`src/rtl/char_ram_sequencer.sv`:
```
// Bulk clear / scroll-up / fill-row engine for the 80x30 text character RAM.
// Define CHAR_SEQ_SCROLL_EN to build the scroll-up operation (op 1).
module char_ram_sequencer #(
  parameter int COLS = 80,
  parameter int ROWS = 30
) (
  input  logic        clk,
  input  logic        rst_n,
  input  logic        cmd_valid,
  output logic        cmd_ready,
  input  logic [1:0]  cmd_op,
  input  logic [4:0]  cmd_row,
  input  logic [7:0]  cmd_char,
  input  logic [7:0]  cmd_attr,
  output logic        busy,
  output logic        done,
  output logic        cmd_err,
  input  logic        cpu_req,
  output logic        cpu_gnt,
  output logic [11:0] ram_rd_addr,
  input  logic [7:0]  ram_rd_char,
  input  logic [7:0]  ram_rd_attr,
  output logic        ram_we,
  output logic [11:0] ram_wr_addr,
  output logic [7:0]  ram_wr_char,
  output logic [7:0]  ram_wr_attr
);

  localparam int CELLS = COLS * ROWS;
  localparam logic [11:0] LastCell = 12'(CELLS - 1);
  localparam logic [11:0] LastRow  = 12'((ROWS - 1) * COLS);
  localparam logic [11:0] ColsW    = 12'(COLS);
  localparam logic [4:0]  RowsW    = 5'(ROWS);

`ifdef CHAR_SEQ_SCROLL_EN
  localparam bit ScrEn = 1'b1;
`else
  localparam bit ScrEn = 1'b0;
`endif

  typedef enum logic [2:0] {
    IDLE, CLEAR, SCR_RD, SCR_WR, FILL, DONE
  } state_e;

  state_e      state_q, state_d;
  logic [11:0] ptr_q, ptr_d;
  logic [11:0] end_q, end_d;
  logic [11:0] rd_addr_q, rd_addr_d;
  logic [7:0]  char_q, char_d;
  logic [7:0]  attr_q, attr_d;
  logic        err_q, err_d;
  logic        busy_q, busy_d;
  logic        done_q, done_d;
  logic        rdy_q, rdy_d;
  logic        errout_q, errout_d;

  logic        op_clr, op_scr, op_fill;
  logic [11:0] row_base;

  assign op_clr   = (cmd_op == 2'd0);
  assign op_scr   = ScrEn && (cmd_op == 2'd1);
  assign op_fill  = (cmd_op == 2'd2) && (cmd_row < RowsW);
  assign row_base = 12'(cmd_row) * ColsW;

`ifdef CHAR_SEQ_SCROLL_EN
  // a scroll write always owns the port so the read/write pair stays intact
  assign cpu_gnt = cpu_req && (state_q != SCR_WR);
`else
  assign cpu_gnt = cpu_req;
`endif

  always_comb begin
    state_d   = state_q;
    ptr_d     = ptr_q;
    end_d     = end_q;
    rd_addr_d = rd_addr_q;
    char_d    = char_q;
    attr_d    = attr_q;
    err_d     = err_q;
    unique case (state_q)
      IDLE: begin
        if (cmd_valid && rdy_q) begin
          char_d = cmd_char;
          attr_d = cmd_attr;
          err_d  = 1'b0;
          unique case (1'b1)
            op_clr: begin
              state_d = CLEAR;
              ptr_d   = '0;
              end_d   = LastCell;
            end
            op_scr: begin
              state_d   = SCR_RD;
              ptr_d     = '0;
              rd_addr_d = ColsW;
            end
            op_fill: begin
              state_d = FILL;
              ptr_d   = row_base;
              end_d   = row_base + ColsW - 12'd1;
            end
            default: begin
              state_d = DONE;
              err_d   = 1'b1;
            end
          endcase
        end
      end
      CLEAR, FILL: begin
        if (!cpu_gnt) begin
          if (ptr_q == end_q) state_d = DONE;
          else ptr_d = ptr_q + 12'd1;
        end
      end
      SCR_RD: begin
        if (!cpu_gnt) state_d = SCR_WR;
      end
      SCR_WR: begin
        if (ptr_q == LastRow - 12'd1) begin
          state_d = FILL;
          ptr_d   = LastRow;
          end_d   = LastCell;
        end else begin
          state_d   = SCR_RD;
          ptr_d     = ptr_q + 12'd1;
          rd_addr_d = ptr_q + ColsW + 12'd1;
        end
      end
      DONE:    state_d = IDLE;
      default: state_d = IDLE;
    endcase
  end

  always_comb begin
    busy_d   = (state_d == CLEAR) || (state_d == SCR_RD) ||
               (state_d == SCR_WR) || (state_d == FILL);
    done_d   = (state_d == DONE);
    rdy_d    = (state_d == IDLE);
    errout_d = (state_d == DONE) && err_d;
  end

  always_ff @(posedge clk or negedge rst_n) begin
    if (!rst_n) begin
      state_q   <= IDLE;
      ptr_q     <= '0;
      end_q     <= '0;
      rd_addr_q <= '0;
      char_q    <= '0;
      attr_q    <= '0;
      err_q     <= 1'b0;
      busy_q    <= 1'b0;
      done_q    <= 1'b0;
      rdy_q     <= 1'b1;
      errout_q  <= 1'b0;
    end else begin
      state_q   <= state_d;
      ptr_q     <= ptr_d;
      end_q     <= end_d;
      rd_addr_q <= rd_addr_d;
      char_q    <= char_d;
      attr_q    <= attr_d;
      err_q     <= err_d;
      busy_q    <= busy_d;
      done_q    <= done_d;
      rdy_q     <= rdy_d;
      errout_q  <= errout_d;
    end
  end

  logic wr_state;
  logic scr_wr;

  assign wr_state = (state_q == CLEAR) || (state_q == FILL) ||
                    (state_q == SCR_WR);
  assign scr_wr   = ScrEn && (state_q == SCR_WR);

  assign cmd_ready   = rdy_q;
  assign busy        = busy_q;
  assign done        = done_q;
  assign cmd_err     = errout_q;
  assign ram_we      = wr_state && !cpu_gnt;
  assign ram_wr_addr = ptr_q;
  assign ram_wr_char = scr_wr ? ram_rd_char : char_q;
  assign ram_wr_attr = scr_wr ? ram_rd_attr : attr_q;
  assign ram_rd_addr = ScrEn ? rd_addr_q : 12'd0;

endmodule

```
`config.mk`:
```
export PLATFORM = sky130hd
export DESIGN_NAME = char_ram_sequencer
export DESIGN_NICKNAME = d
export VERILOG_FILES = /design/src/rtl/char_ram_sequencer.sv
export SDC_FILE = /design/constraint.sdc
export NUM_CORES = 1
export LEC_CHECK = 0
export CORE_MARGIN = 3
export CORE_UTILIZATION = 35
export CTS_BUF_LIST = sky130_fd_sc_hd__clkbuf_4 sky130_fd_sc_hd__clkbuf_8
export DETAILED_ROUTE_END_ITERATION = 8
export GPL_TIMING_DRIVEN = 0
export MAX_ROUTING_LAYER = met4
export PLACE_DENSITY_LB_ADDON = 0.12
export SLEW_MARGIN = 5
export SYNTH_ARGS = -nofsm -noshare
export SYNTH_HDL_FRONTEND = slang
export SYNTH_SLANG_ARGS = --single-unit
```
`constraint.sdc`:
```
create_clock -name clk -period 4.53 [get_ports clk]
set_input_delay 0.453 -clock clk [delete_from_list [all_inputs] [get_ports clk]]
set_output_delay 0.453 -clock clk [all_outputs]
set_load 0.1 [all_outputs]
```
==> results_slide.txt, run 1 <==
Flow Results at a Glance

Global route
  – Total congestion overflow: 0
  – GRT Total Usage: 0.159
  – GR Util met2: 0.235

Power
  – Clock power share: 0.251
  – PD cells: roughly 350 nW/µm²
  – Comb power: 0.441 mW

Timing
  – Cycle use final: 0.695
  – Slew Viols, Final: 0
  – Final setup fails: 0
  – Skew final: 0.00493 ns

Synth
  – EDFF count, synth: 0
  – Yosys warning total: 0
  – Syn_area_per_cell: 10.5 µm²
  – Synth flops: 45
  – Asr flop ratio synth: 1.00

Layout
  – N_diodes: 0
  – Most frequent logic cell in the layout: clkdlybuf4s50_1
  – Fin nets: 376
  – Combinational Area: roughly 1300 µm²

Worst setup path
  – Critical path origin: state_q[1]$_DFF_PN0_
  – Critical path depth: 5
  – Crit start category: register
  – CP Max Fanout: 10
  – R2R Setup Slk: around 2.1 ns

Place
  – Placer Congestion: 0.831

CTS
  – Clock Tree Buf Depth: 2
  – CTS Buf Count: 5

Floorplanning
  – Die Ht: about 92 µm
  – Die span in x: 91.9 µm
  – Fp_density: 0.370

Status
  – Outcome: finished, final reports clean
==> run 1: flip-flops by register name, summed over array words and instances, names as in the netlist, 3 cells and up <==
| register | cells |
|---|---|
| ram_wr_addr | 12 |
| ram_wr_char | 8 |
| ram_wr_attr | 8 |
| end_q | 9 |
| state_q | 3 |
==> run 1: synthesized netlist by cell type, types with 3 or more instances <==
cell       count  share of area
xor2_1        11          0.037
nor2_1        22          0.032
nor4_1         4         0.0097
nand4_1        5          0.012
nand3_1        4         0.0078
a21oi_1       16          0.031
a31oi_1        4         0.0097
mux2_2        16          0.070
a22o_1         4          0.014
buf_2          6          0.012
o2bb2ai_1     10          0.034
nor3b_1        5          0.015
and3_1         5          0.012
a21o_1         3         0.0087
o21ai_0        3         0.0058
ha_1           8          0.039
dfrtp_1       44           0.43
nor2b_1        5          0.012
a211oi_1       3         0.0087
buf_4         14          0.041
o32a_1         4          0.016
nand2_1        8          0.012
inv_1          7          0.010
==> run 1: layout make-up <==
| type | instances | share of cell area |
|---|---|---|
| buffer | 22 | 0.0454 |
| clock buffer | 5 | 0.0198 |
| clock inverter | 3 | 0.0133 |
| inverter | 7 | 0.00756 |
| multi-input combinational | 182 | 0.378 |
| sequential | 45 | 0.325 |
| tap | 96 | 0.0346 |
| timing repair buffer | 61 | 0.177 |
==> run 1: per-stage QoR <==
stage          worst slack (ns)  power, mW  hold WS [ns]
5_1_grt                    1.18       1.28         0.108
2_1_floorplan              1.83      0.796         0.157
3_3_place_gp               1.64      0.914         0.486
3_5_place_dp               1.60      0.919         0.428
6_report                   1.38       1.22        0.0881
4_1_cts                    1.34       1.23        0.0987
==> run 1: worst reg2reg max path, delay by kind of cell, from the launching register on <==
kind	cells	cell delay, ns
fa+ha+maj	1	0.23
flops	1	0.49
buf+inv	1	0.33
simple gates	2	0.43
compound gates	4	0.84
run_1/flops_by_reg.png
Drawn at 3 px/µm. Other sequential cells in the stronger grey, the rest of the logic in the fainter grey.
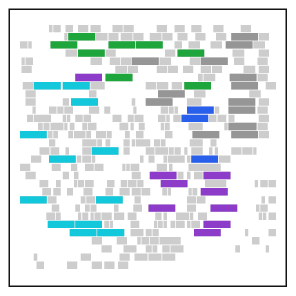
| name in the netlist | colour | flops |
|---|---|---|
| `state_q` | blue | 3 |
| `ram_wr_attr` | green | 8 |
| `ram_wr_addr` | cyan | 12 |
| `end_q` | purple | 9 |
Layout Utilization: 0.497
sequential cell area share: 0.325
sequential logic power: 0.472 mW

run_1/placement.png
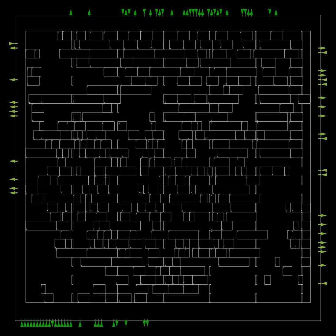
fillcell total: 665
core area: 6980 µm²
post-layout instance count excluding filler cells: 421
row count: 30

run_1/io_fan.png
Drawn at 4 px/µm.
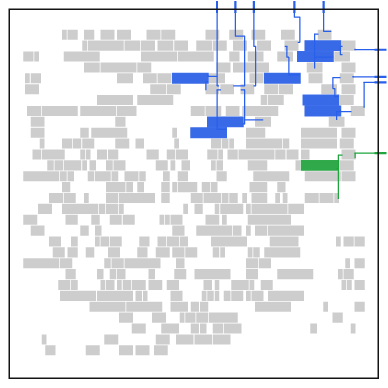
| port | colour | bits | direction | edge | end cells | buffers | wire |
|---|---|---|---|---|---|---|---|
| `ram_wr_char` | blue | 8 | output | 5 top, 3 right | 8 | 8 | 174 µm |
| `cmd_ready` | green | 1 | output | right | 1 | 1 | 18.7 µm |
num ports: 89
I/O Buffers: 60

run_1/clk_routes.png
Drawn at 3 px/µm.
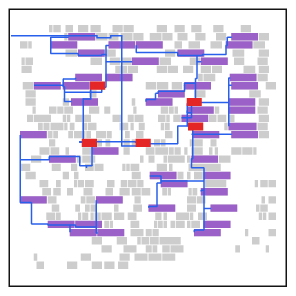

==> run 1 -> run 2 <==
==> constraint.sdc (replaced) <==
create_clock -name clk -period 2.8 [get_ports clk]
set_input_delay 0.28 -clock clk [delete_from_list [all_inputs] [get_ports clk]]
set_output_delay 0.28 -clock clk [all_outputs]
set_load 0.1 [all_outputs]
run_2/clk_routes.png
Drawn at 3 px/µm.
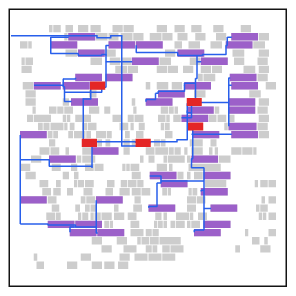
[flip-flops] purple | count: 45
[clock drivers] red | count: 5
[clock wires] blue | length: 572 µm
routed clock nets: 6
clock power share: 0.250
clk ins delay skew pair: 0.30 ns

==> results_slide.txt, run 2 <==
Flow Results at a Glance

Floorplanning
  – Fp_density: 0.370 (unchanged)
  – Core area: 6980 µm² (unchanged)
  – Num ports: 89 (unchanged)
  – Die span in x: 91.9 µm (unchanged)
  – Die Ht: 91.9 µm (unchanged)

CTS
  – Clock Tree Buf Depth: 2 (unchanged)
  – CTS Buf Count: 5 (unchanged)

Synth
  – Asr flop ratio synth: 1.00 (unchanged)
  – Syn_area_per_cell: 10.5 µm² (unchanged)
  – Top cells by count: dfrtp_1, nor2_1, a21oi_1, mux2_2, buf_4
  – Top-area cell share: 0.427 (unchanged)
  – Synth flops: 45 (unchanged)
  – EDFF count, synth: 0 (unchanged)
  – Yosys warning total: 0 (unchanged)
  – Synth area leader: dfrtp_1

Layout
  – Max reg flops: 12 (unchanged)
  – Fin nets: 377 (+0.27%)
  – Layout Utilization: 0.498 (+0.000717)
  – N_diodes: 0 (unchanged)
  – Most frequent logic cell in the layout: clkdlybuf4s50_1

Worst setup path
  – CP Max Fanout: 10 (unchanged)
  – R2R Setup Slk: 0.36 ns (-1.73 ns)
  – Critical path origin: ram_wr_addr[0]$_DFFE_PN0P_

Timing
  – Slew Viols, Final: 0 (unchanged)
  – Cycle use final: 0.872
  – Hold_ws: 0.457 ns (+0.369 ns)
  – Skew final: 0.00496 ns (+0.0000364 ns)

Global route
  – GRT Total Usage: 0.159 (unchanged)
  – Total congestion overflow: 0 (unchanged)

Place
  – Placer Congestion: 0.831 (unchanged)
  – I/O Buffers: 60 (unchanged)

Status
  – Outcome: finished, final reports clean

Power
  – Total power: 1.97 mW (+62%)
run 2: cells by family (layout without fill, tap and decap cells):
family	Yosys count	after routing	share of synthesized area
compound gates	55	55	0.157
other cells	1	12	0.00145
xor+xnor	13	13	0.0441
mux	17	17	0.0737
flops	45	45	0.437
buf+inv	29	99	0.0713
simple gates	76	76	0.170
fa+ha+maj	9	9	0.0465
run 2: layer usage:
metal  track usage  up-vias  routed length (µm)
met1         0.225     1017                3080
met4        0.0408        0                  51
li1              -     1035                   -
met2         0.235       53                2910
met5             -        -                   0
met3        0.0304        4                 340
run 2: layout make-up:
cell class	instances	area share
multi-input combinational	182	0.377
sequential	45	0.324
timing repair buffer	62	0.178
buffer	22	0.0453
tap	96	0.0345
clock buffer	5	0.0198
clock inverter	3	0.0133
inverter	7	0.00755
run 2: through the flow:
step           instances  setup slack, ns
2_1_floorplan        256            0.110
3_3_place_gp         412           0.0787
3_5_place_dp         413           0.0446
4_1_cts              422           0.0724
5_1_grt              422            0.110
6_report             422            0.360
run 2: repair_timing:
item | CTS | global route
gates resized | 1 | 2
gates cloned | 0 | 0
hold endpoints to repair | 16 | 0
setup endpoints to repair | 1 | 1
hold buffers | 1 | 0
run 2: worst reg2reg max path, stage by stage (launching register included):
cell,delay [ns]
dfrtp_1,0.50
ha_1,0.23
and3_1,0.28
nand4_1,0.15
a21oi_1,0.52
buf_2,0.33
a31oi_1,0.06
a21oi_1,0.15
o32ai_2,0.10
run 2: power groups by stage:
stage | Sequential [mW] | Combinational [mW] | Clock, mW
3_3_place_gp | 0.773 | 0.706 | 0
6_report | 0.764 | 0.713 | 0.493
3_5_place_dp | 0.774 | 0.713 | 0
2_1_floorplan | 1.05 | 0.241 | 0
5_1_grt | 0.774 | 0.756 | 0.537
4_1_cts | 0.762 | 0.716 | 0.510
No activity file was given, so power comes from the tool's default toggle rates.
